**M1 wires**

Scale bar: 20 um.
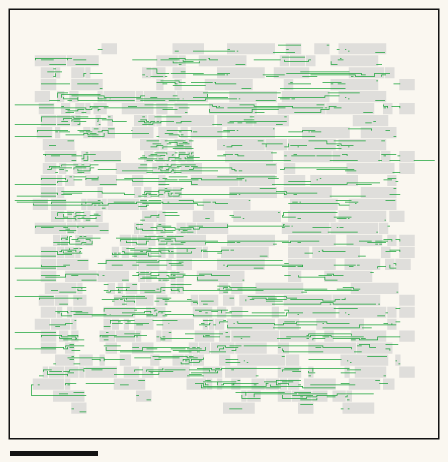
**Met2 routing**

Scale bar: 20 um.
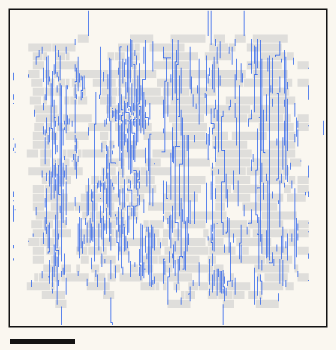
**Met3 routing**

Scale bar: 20 um.
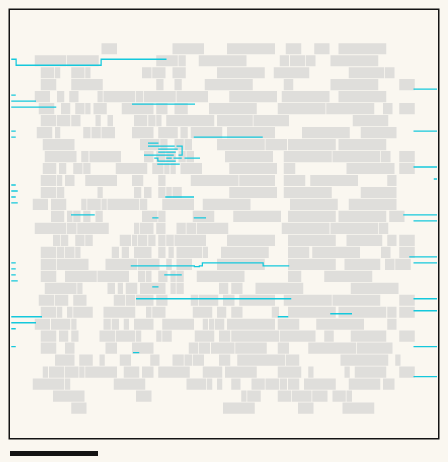
**Metal 4**

Scale bar: 20 um.
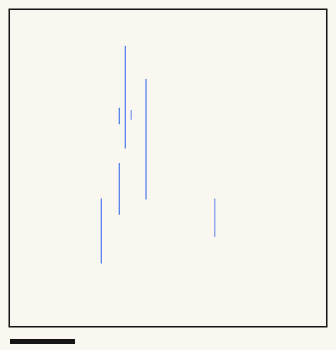
**Congestion heat map**

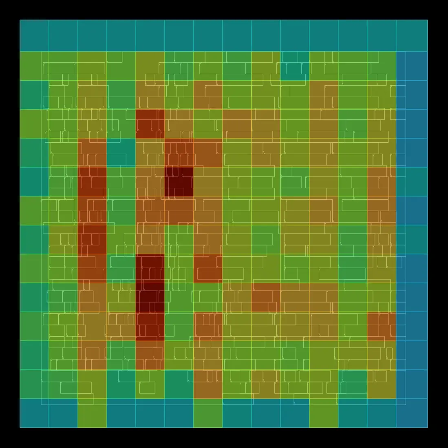
[src/rtl/fsm_run_monitor.sv]
// fsm_run_monitor
//
// Watches the 2-bit state of the consecutive-ones detector FSM, where
// A=00, B=01, C=10 and D=11. For each run of non-A states it measures the
// run length and counts the D samples. A D sample marks a completed triple
// of ones. When a run ends and it contains at least one triple, the monitor
// pushes the record {triples, run_len} into a small FIFO. A consumer drains
// that FIFO over a valid/ready handshake.
//
// Parameters
//   LW     run-length field width
//   TW     triple-count field width
//   DEPTH  record FIFO depth (power of 2, >= 2)
//
// Ports
//   clk            single clock, rising edge
//   reset          synchronous, active-high
//   state          FSM state, sampled on every edge
//   out_ready      consumer accepts the head record
//   out_valid      FIFO holds at least one record
//   out_data       head record {triples[TW-1:0], run_len[LW-1:0]}
//   total_triples  D samples seen since reset, wraps mod 2^16
//   overflow       sticky; set when a record is dropped on a full FIFO
//   drop_count     saturating count of dropped records; exists only when
//                  FSM_RUN_MON_DROP_CNT_EN is defined
//
// Build option: defining FSM_RUN_MON_DROP_CNT_EN adds the drop_count port
// and its counter. All other behaviour is unchanged.

module fsm_run_monitor #(
  parameter int LW    = 8,
  parameter int TW    = 6,
  parameter int DEPTH = 4
) (
  input  logic                 clk,
  input  logic                 reset,
  input  logic [1:0]           state,
  input  logic                 out_ready,
  output logic                 out_valid,
  output logic [TW+LW-1:0]     out_data,
  output logic [15:0]          total_triples,
  output logic                 overflow
`ifdef FSM_RUN_MON_DROP_CNT_EN
  ,
  output logic [7:0]           drop_count
`endif
);

  localparam int AW = (DEPTH > 1) ? $clog2(DEPTH) : 1;
  localparam logic [1:0] ST_A = 2'b00;
  localparam logic [1:0] ST_D = 2'b11;

  function automatic logic [LW-1:0] sat_inc_len(input logic [LW-1:0] v);
    return (v == {LW{1'b1}}) ? v : v + LW'(1);
  endfunction

  function automatic logic [TW-1:0] sat_inc_tri(input logic [TW-1:0] v);
    return (v == {TW{1'b1}}) ? v : v + TW'(1);
  endfunction

  logic [LW-1:0]    r_run_len;
  logic [TW-1:0]    r_tri;
  logic [15:0]      r_total;
  logic [AW:0]      r_wr_ptr;
  logic [AW:0]      r_rd_ptr;
  logic [TW+LW-1:0] r_mem [DEPTH];
  logic             r_overflow;

  logic             w_empty;
  logic             w_full;
  logic             w_run_end;
  logic             w_push;
  logic             w_pop;
  logic             w_wr_en;
  logic             w_drop;
  logic [TW+LW-1:0] w_rec;

  // Run measurement stage: one sample of state per edge
  assign w_run_end = (state == ST_A) && (r_run_len != '0);
  assign w_push    = w_run_end && (r_tri != '0);
  assign w_rec     = {r_tri, r_run_len};

  always_ff @(posedge clk) begin
    if (reset) begin
      r_run_len <= '0;
      r_tri     <= '0;
      r_total   <= '0;
    end else if (state != ST_A) begin
      r_run_len <= sat_inc_len(r_run_len);
      if (state == ST_D) begin
        r_tri   <= sat_inc_tri(r_tri);
        r_total <= r_total + 16'd1;
      end
    end else if (w_run_end) begin
      r_run_len <= '0;
      r_tri     <= '0;
    end
  end

  // Record FIFO stage: the extra pointer MSB tells full from empty
  assign w_empty = (r_wr_ptr == r_rd_ptr);
  assign w_full  = (r_wr_ptr[AW] != r_rd_ptr[AW]) &&
                   (r_wr_ptr[AW-1:0] == r_rd_ptr[AW-1:0]);
  assign w_pop   = !w_empty && out_ready;
  // A simultaneous pop frees the head slot, so a push to a full FIFO still lands.
  assign w_wr_en = w_push && (!w_full || w_pop);
  assign w_drop  = w_push && w_full && !w_pop;

  always_ff @(posedge clk) begin
    if (reset) begin
      r_wr_ptr   <= '0;
      r_rd_ptr   <= '0;
      r_overflow <= 1'b0;
    end else begin
      if (w_wr_en) r_wr_ptr <= r_wr_ptr + (AW+1)'(1);
      if (w_pop)   r_rd_ptr <= r_rd_ptr + (AW+1)'(1);
      if (w_drop)  r_overflow <= 1'b1;
    end
  end

  always_ff @(posedge clk) begin
    if (w_wr_en) r_mem[r_wr_ptr[AW-1:0]] <= w_rec;
  end

`ifdef FSM_RUN_MON_DROP_CNT_EN
  logic [7:0] r_drop_cnt;

  always_ff @(posedge clk) begin
    if (reset) begin
      r_drop_cnt <= '0;
    end else if (w_drop && (r_drop_cnt != 8'hFF)) begin
      r_drop_cnt <= r_drop_cnt + 8'd1;
    end
  end

  assign drop_count = r_drop_cnt;
`endif

  // Output stage: driven only from registers
  assign out_valid     = !w_empty;
  // Masking while empty keeps the unreset storage from showing on the port.
  assign out_data      = w_empty ? '0 : r_mem[r_rd_ptr[AW-1:0]];
  assign total_triples = r_total;
  assign overflow      = r_overflow;

endmodule

[config.mk]
export PLATFORM = sky130hd
export DESIGN_NAME = fsm_run_monitor
export DESIGN_NICKNAME = d
export VERILOG_FILES = /design/src/rtl/fsm_run_monitor.sv
export SDC_FILE = /design/constraint.sdc
export NUM_CORES = 1
export LEC_CHECK = 0
export ABC_CLOCK_PERIOD_IN_PS = 3400
export CORE_MARGIN = 5
export CORE_UTILIZATION = 54
export DETAILED_ROUTE_END_ITERATION = 8
export PLACE_DENSITY_LB_ADDON = 0.1
export RECOVER_POWER = 25
export REMOVE_ABC_BUFFERS = 1
export SYNTH_ARGS = -nofsm -noshare
export SYNTH_HDL_FRONTEND = slang
export SYNTH_SLANG_ARGS = --single-unit
[constraint.sdc]
create_clock -name clk -period 3.4 [get_ports clk]
set_input_delay 0.68 -clock clk [delete_from_list [all_inputs] [get_ports clk]]
set_output_delay 0.68 -clock clk [all_outputs]
set_load 0.02 [all_outputs]
==> reports/qor.yml <==
cts_sinks: 95
setup_tns_ns: 0
syn_inst: 318
hold_class: "reg2reg"
clkTransAtPathRegs_ns: 0.09
final_common_cell: "edfxtp_1"
path_max_fanout: 14
design.die.area_um2: 9450
ys_types: 42
ys_area_um2: 4110
ys_warn_count: 0
clockRootBuffer: "clkbuf_8"
highest_layer: "met4"
max-vdd-ir-drop_mv: 0.195
std_cell_rows: 31
flop_cell: "edfxtp_1"
top_logic_kind: "simple AND/OR/NAND/NOR gates"
worst_slack_ns: 0.491
yosys_cells: 318
power_frac_seq: 0.603
antenna_found_initial: 0
comb_power_share: 0.071
reg2reg_depth: 7
status: "complete, no violations"
slew_headroom: 0.551
nNetsFinal: 377
dp_cells: 448
ys_sh_mux: 0.0905
core-area_um2: 7330
yosysSeqAreaShare: 0.600
worst-path-buf-inv: 1
ys_sh_aoi: 0.0570
core_util_floorplan: 0.560
ys_ff: 95
dp_slack_ns: 0.631
grt_setup_unrepaired: "false"
cts.repair.resized: 0
insertion_delay_ns: 0.36
warning_count: 31
use_met3: 0.0323
wl_met3_um: 305
crit_cells: 3
cts_hold_buf: 0
path_cells: "mux4_2 > nor2b_1 > clkdlybuf4s50_1"
p_leak_nw: 1.55
n_antenna_cell: 0
swShare: 0.239
p_clk_uw: 670
grt_pass1_wl_um: 12300
edf_count: 56
ys_sh_simple: 0.144
topCellsByArea: "edfxtp_1 41%, dfxtp_1 19%, mux4_2 7.7%"
drt-met1-wl_um: 3300
pwr-share-clk: 0.326
die_w_um: 97.2
vias: 2551
place_area_um2: 4600
cp-start-kind: "flip-flop"
cts_tree: "built"
synth_area_um2: 4110
fin_crit_ns: 2.91
powerSeq_mw: 1.24
worstMarginPinSlew_ns: 0.673
via_per_inst: 5.50
cts.htree.levels: 3
io-pin-count: 37
layout_top_cells: "56 x edfxtp_1, 39 x dfxtp_1, 36 x clkdlybuf4s50_1"
finalSetupViolCount: 0
rrSetupSlack_ns: 1.18
critPathRequiredTime_ns: 2.72
top_cell_area_share: 0.410
yosys-top-cells-count: "56 x edfxtp_1, 39 x dfxtp_1, 23 x nor2_1, 16 x inv_1, 15 x nor2b_1"
grt_usage: 0.163
critPathTopFamily: "flip-flops"
synth_area_per_cell_um2: 12.9
holdPathEnd: "overflow$_SDFFE_PP0P_"
timing.rr.start: "r_run_len[0]$_SDFFE_PP0P_"
drt_iter0_markers: 115
numCtsBuffers: 9
critPathKind: "reg2out"
ys_sh_adder: 0.0366
drt_first_pass_iters: 4
Back to the opening pictures, 'M1 wires':
- wire length on this layer: 3300 um
- main direction: horizontal
- nets with wire on the layer: 343
- share of all routed wire: 45%

Back to the opening pictures, 'met2 routing':
- nets with wire on the layer: 317
- longest straight run: 62.9 um

Back to the opening pictures, 'met3 routing':
- share of all routed wire: 4.2%
- longest straight run: 35.0 um
- nets with wire on the layer: 45
- main direction: horizontal
- wire length on this layer: 305 um

Back to the opening pictures, 'metal 4':
- share of all routed wire: 1.7%
- main direction: vertical
- wire length on this layer: 122 um
- nets with wire on the layer: 5

Back to the opening pictures, 'congestion heat map':
grt met1 use: 0.207
DR WL/cell: 15.7 um
GRT met2 Usage: 0.268

-- stage by stage --
stage	power, mW	hold WS [ns]	util
floorplan	1.35	0.498	-
global placement	1.41	0.470	0.627
detailed placement	1.41	0.473	0.627
CTS	2.07	0.494	0.652
global route	2.15	0.517	0.652
finish	2.05	0.489	0.652
-- layout make-up --
type / instances / area (um^2)
clock buffers: 9 / 124
clock inverters: 7 / 56.3
fillers: 591 / 2550
inverters: 16 / 60.1
multi-input cells: 194 / 1530
flip-flops and latches: 95 / 2460
well taps: 99 / 124
repair buffers: 44 / 420
-- flip-flops by register name, indices dropped and copies added (netlist names), named ones only --
| signal | cells |
|---|---|
| overflow | 1 |
| total_triples | 16 |
| r_wr_ptr | 3 |
| r_mem | 56 |
| r_rd_ptr | 3 |
| r_tri | 6 |
| r_run_len | 8 |
Power is estimated from default activity; no workload was simulated.
